==> config.mk <==
export PLATFORM = sky130hd
export DESIGN_NAME = imem_loader_flat
export DESIGN_NICKNAME = d
export VERILOG_FILES = /design/src/rtl/imem_loader_pkg.sv /design/src/rtl/imem_loader_if.sv /design/src/rtl/imem_byte_packer.sv /design/src/rtl/imem_loader.sv /design/src/flat_wrapper.sv
export SDC_FILE = /design/constraint.sdc
export NUM_CORES = 1
export LEC_CHECK = 0
export ABC_AREA = 1
export CORE_MARGIN = 2
export CORE_UTILIZATION = 35
export DETAILED_ROUTE_END_ITERATION = 8
export MAX_ROUTING_LAYER = met4
export PLACE_DENSITY_LB_ADDON = 0.08
export RECOVER_POWER = 100
export SLEW_MARGIN = 20
export SYNTH_ARGS = -nofsm -noshare
export SYNTH_HDL_FRONTEND = slang
export SYNTH_SLANG_ARGS = --single-unit
==> constraint.sdc <==
create_clock -name clk -period 2.7 [get_ports clk]
set_clock_uncertainty 0.15 [all_clocks]
set_input_delay 0.27 -clock clk [delete_from_list [all_inputs] [get_ports clk]]
set_output_delay 0.27 -clock clk [all_outputs]
set_load 0.05 [all_outputs]
Run 1, clock distribution:
Bar = 20 um.
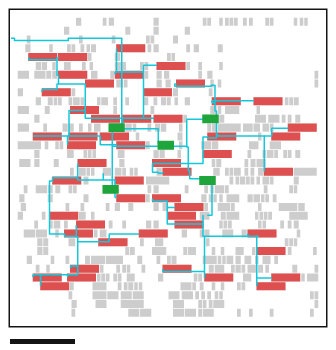
Key: cyan = clock wires [length 646 um]; red = flip-flops [count 51]; green = clock drivers [count 5]
There are 6 routed clock nets.
insertion delay to the later sink of the worst-skew pair: 0.30 ns
clock share of power: 0.139

Run 1, cell outlines without signal wires:
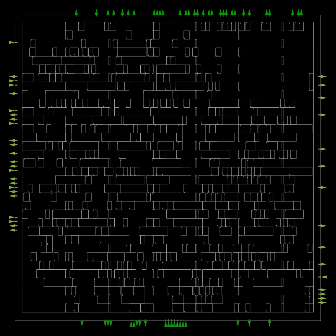
num sequential: 51
Floorplan Core Area: 0.008593 mm^2
Finished Layout Cells: 567
Cell Rows: 34
tapcells inserted: 108

Run 1, met3 routing:
Bar = 20 um.
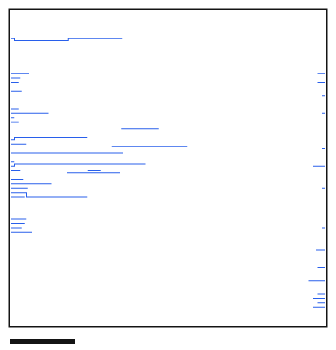
The longest straight run is 40.3 um. 42 nets have wire on it. The layer carries 324 um of wire.
routed wire length: 6547 um
met3 demand-to-capacity share in global routing: 0.03597
vias post-DR: 2509

==> PnR_summary.wiki, run 1 <==
=== Synthesis and place and route ===
{| class="wikitable"
! Metric !! Value
|-
| Share of flip-flops with an asynchronous set or reset after synthesis || 1.000
|-
| Crit-path max cell delay || 0.88 ns
|-
| Worst Hold Slack || around 0.15 ns
|-
| CP Cell Sequence || inv_1 > ha_2 > inv_1 > dlygate4sd3_1
|-
| Cell types with the highest counts after synthesis || nand2_1 (97), inv_1 (83), dfrtp_1 (51)
|-
| Adder-Cell Fraction of Synth Area || 0.02863
|-
| Biggest fanout along the worst timing path || 5
|-
| Number of gates resized after cts || 0
|-
| Total congestion overflow after global routing || 0
|-
| Number of buffers outside the clock class in the layout || 70
|-
| Final Core Density || 0.4198
|-
| First-pass iteration count of the detailed router || 4
|-
| Cell kind with the greatest summed area || sequential cells
|-
| Net switching share of the total power || 0.4904
|-
| Area fraction in xor and xnor cells || 0.02781
|-
| Pre-CTS worst setup slack || about 0.60 ns
|-
| Yosys cell types || 32
|-
| Setup WS post-layout || 0.2046 ns
|-
| Net switching power figure || 1634 uW
|-
| P_leak || ~0.0021 uW
|-
| Final non-filler cell area || 0.003607 mm^2
|-
| Clock input transition at the sequential cells of the worst setup and hold paths || 0.10 ns
|-
| Heaviest power group || combinational cells
|-
| Number of levels in the clock H-tree || 2
|-
| Overall Power || 3333 uW
|-
| Crit share post-route || 0.9242
|-
| Wire length the detailed router placed on met1 || approximately 3000 um
|-
| Aggregate global-route resource usage || 0.1457
|-
| Logic depth of the worst register-to-register path || 6
|-
| Sequential cell area share || 0.3538
|-
| DR top layer || met4
|-
| Largest logic family || simple AND/OR/NAND/NOR gates
|-
| Setup-failing EPs final || 0
|-
| Logic share of the area || 0.3462
|-
| Share of layout cells above drive strength 1 || 0.1481
|-
| Overall chip area || 0.009504 mm^2
|-
| Buffers plus inverters on the worst setup path || 3
|-
| Violation count after the first detailed-routing iteration || ~63
|-
| Total of max-cap violations || 0
|-
| Highest Clock Rate || 0.4007 GHz
|-
| Final total negative setup slack || 0 ns
|-
| Floorplan-stage core utilization || 0.3560
|-
| Via count of the first global-routing pass || roughly 2500
|-
| Design internal power || 1698 uW
|-
| Number of clock buffers in the layout || 5
|-
| Most used cell, CP || inv_1
|-
| Multi-input gates || 244
|-
| Status || finished clean
|-
| Detailed-placement wirelength estimate || 4720 um
|}
==> run 2: changes to the inputs <==
--- a/config.mk
+++ b/config.mk
@@ -7,7 +7,7 @@
 export LEC_CHECK = 0
 export ABC_AREA = 1
 export CORE_MARGIN = 2
-export CORE_UTILIZATION = 35
+export CORE_UTILIZATION = 51
 export DETAILED_ROUTE_END_ITERATION = 8
 export MAX_ROUTING_LAYER = met4
 export PLACE_DENSITY_LB_ADDON = 0.08
==> run 2 against run 1 <==
  * Highest routed layer unchanged
  * Via count rose by 2.9%
  * Critical path type unchanged
  * Non-clock buffer count up 1
  * Cell count decreased by 5.6%
  * Clock power shrank 4%
==> PnR_summary.wiki, run 2 <==
=== Synthesis and place and route ===
{| class="wikitable"
! Metric !! Value
|-
| Most used cell, CP || inv_1
|-
| Net switching share of the total power || 0.4874
|-
| Area fraction in xor and xnor cells || 0.02781
|-
| Biggest fanout along the worst timing path || 5
|-
| Final non-filler cell area || about 0.0038 mm^2
|-
| Logic share of the area || 0.3304
|-
| DR top layer || met4
|-
| Final Core Density || 0.6461
|-
| Multi-input gates || roughly 240
|-
| Sequential cell area share || 0.3376
|-
| Adder-Cell Fraction of Synth Area || 0.02863
|-
| Status || finished clean
|-
| Net switching power figure || 1637 uW
|-
| Pre-CTS worst setup slack || 0.6012 ns
|-
| Cell Rows || 28
|-
| Number of buffers outside the clock class in the layout || a little over 70
|-
| Yosys cell types || 32
|-
| Highest Clock Rate || about 0.40 GHz
|-
| Largest logic family || simple AND/OR/NAND/NOR gates
|-
| Number of levels in the clock H-tree || 2
|-
| First-pass iteration count of the detailed router || 4
|-
| Crit-path max cell delay || approximately 0.9 ns
|-
| Wire length the detailed router placed on met1 || 2804 um
|-
| Tapcells inserted || about 75
|-
| Clock share of power || 0.133
|}
Run 2, met3 routing:
Bar = 20 um.
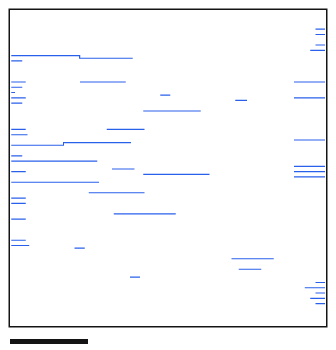
The longest straight run is 22.3 um. The layer holds 5.2% of the routed length. 44 nets have wire on it.
routed wire length: 6501 um
met3 demand-to-capacity share in global routing: 0.05495
vias post-DR: 2581

Run 2, routed metal, one colour a layer:
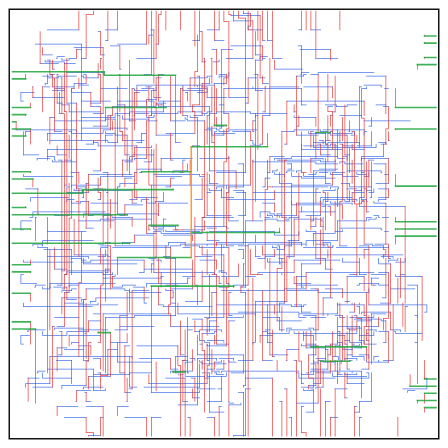
Key: orange = metal 4 [wire length 21.1 um]; red = metal 2 [wire length 3340 um]; blue = metal 1 [wire length 2800 um]; green = metal 3 [wire length 338 um]
aggregate global-route resource usage: 0.2156
Routed wire per std cell: 12.15 um

==> run 3: changes to the inputs <==
--- a/config.mk
+++ b/config.mk
@@ -7,7 +7,7 @@
 export LEC_CHECK = 0
 export ABC_AREA = 1
 export CORE_MARGIN = 2
-export CORE_UTILIZATION = 51
+export CORE_UTILIZATION = 52
 export DETAILED_ROUTE_END_ITERATION = 8
 export MAX_ROUTING_LAYER = met4
 export PLACE_DENSITY_LB_ADDON = 0.08
@@ -15,4 +15,5 @@
 export SLEW_MARGIN = 20
 export SYNTH_ARGS = -nofsm -noshare
 export SYNTH_HDL_FRONTEND = slang
+export SYNTH_HIERARCHICAL = 1
 export SYNTH_SLANG_ARGS = --single-unit
==> run 3 against run 2 <==
  * Cell count grew 7.5%
  * Synthesized cell count up 11%
  * Synthesized area is 5.8% higher
  * Fmax is 0.64% higher
  * Largest cell class is now multi-input combinational cells
  * Count of clock-buffer cells in the layout fell by 1
  * Critical path type unchanged
  * Clock power grew 21%
  * Combinational power shrank 8%
  * Register-to-register slack better by 0.11 ns
  * First-iteration DRC count rose to 3.0 times the previous value
==> PnR_summary.wiki, run 3 <==
=== Synthesis and place and route ===
{| class="wikitable"
! Metric !! Value
|-
| Status || finished clean
|-
| Insertion delay to the later sink of the worst-skew pair || around 0.3 ns
|-
| Total of max-cap violations || 0
|-
| Number of buffers outside the clock class in the layout || 70
|-
| Floorplan-stage core utilization || 0.5433
|-
| Area fraction in xor and xnor cells || 0.01895
|-
| Logic share of the area || 0.3729
|-
| Crit-path max cell delay || 0.80 ns
|-
| Buffers plus inverters on the worst setup path || 3
|-
| First-pass iteration count of the detailed router || 7
|-
| DR top layer || met4
|-
| Num sequential || around 51
|-
| Via count of the first global-routing pass || roughly 2600
|-
| Adder-Cell Fraction of Synth Area || 0.02707
|-
| Final non-filler cell area || 0.003801 mm^2
|-
| Share of layout cells above drive strength 1 || 0.1540
|-
| Routed wire length || 6364 um
|-
| Logic depth of the worst register-to-register path || 7
|-
| P_leak || 0.002360 uW
|-
| Setup WS post-layout || 0.2217 ns
|-
| Cell types with the highest counts after synthesis || nand2_1 (173), inv_1 (63), dfrtp_1 (51)
|-
| Heaviest power group || combinational cells
|-
| Routed wire per std cell || 11.07 um
|-
| Largest logic family || simple AND/OR/NAND/NOR gates
|-
| Vias post-DR || about 2700
|-
| Share of flip-flops with an asynchronous set or reset after synthesis || 1.000
|-
| Clock share of power || 0.165
|-
| Overall chip area || 0.006869 mm^2
|-
| Floorplan Core Area || 0.005956 mm^2
|}
Run 3, cell outlines without signal wires:
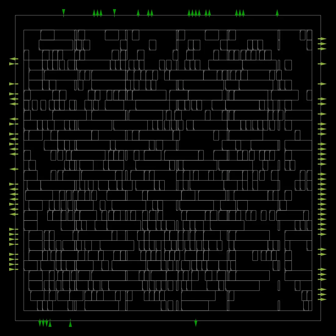
Cell Rows: 28
Final Core Density: 0.6382
Finished Layout Cells: 575

Run 3, layout detail:
Region (21, 5) to (61, 45) um. Cells in grey, sequential cells in the stronger grey; small squares are vias.
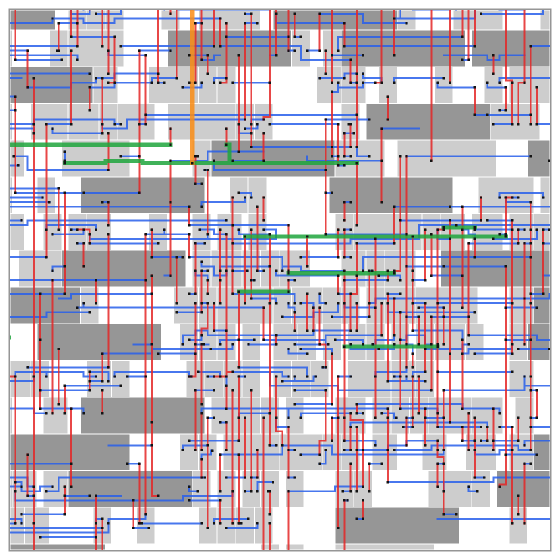
Key: red = metal 2; blue = metal 1; orange = metal 4; green = metal 3
Sequential cells in the window: 17. Most frequent: nand2_1 (60), inv_1 (21), dfrtp_1 (17). 162 logic cells have their middle in the window.

Power is estimated from default activity; no workload was simulated.
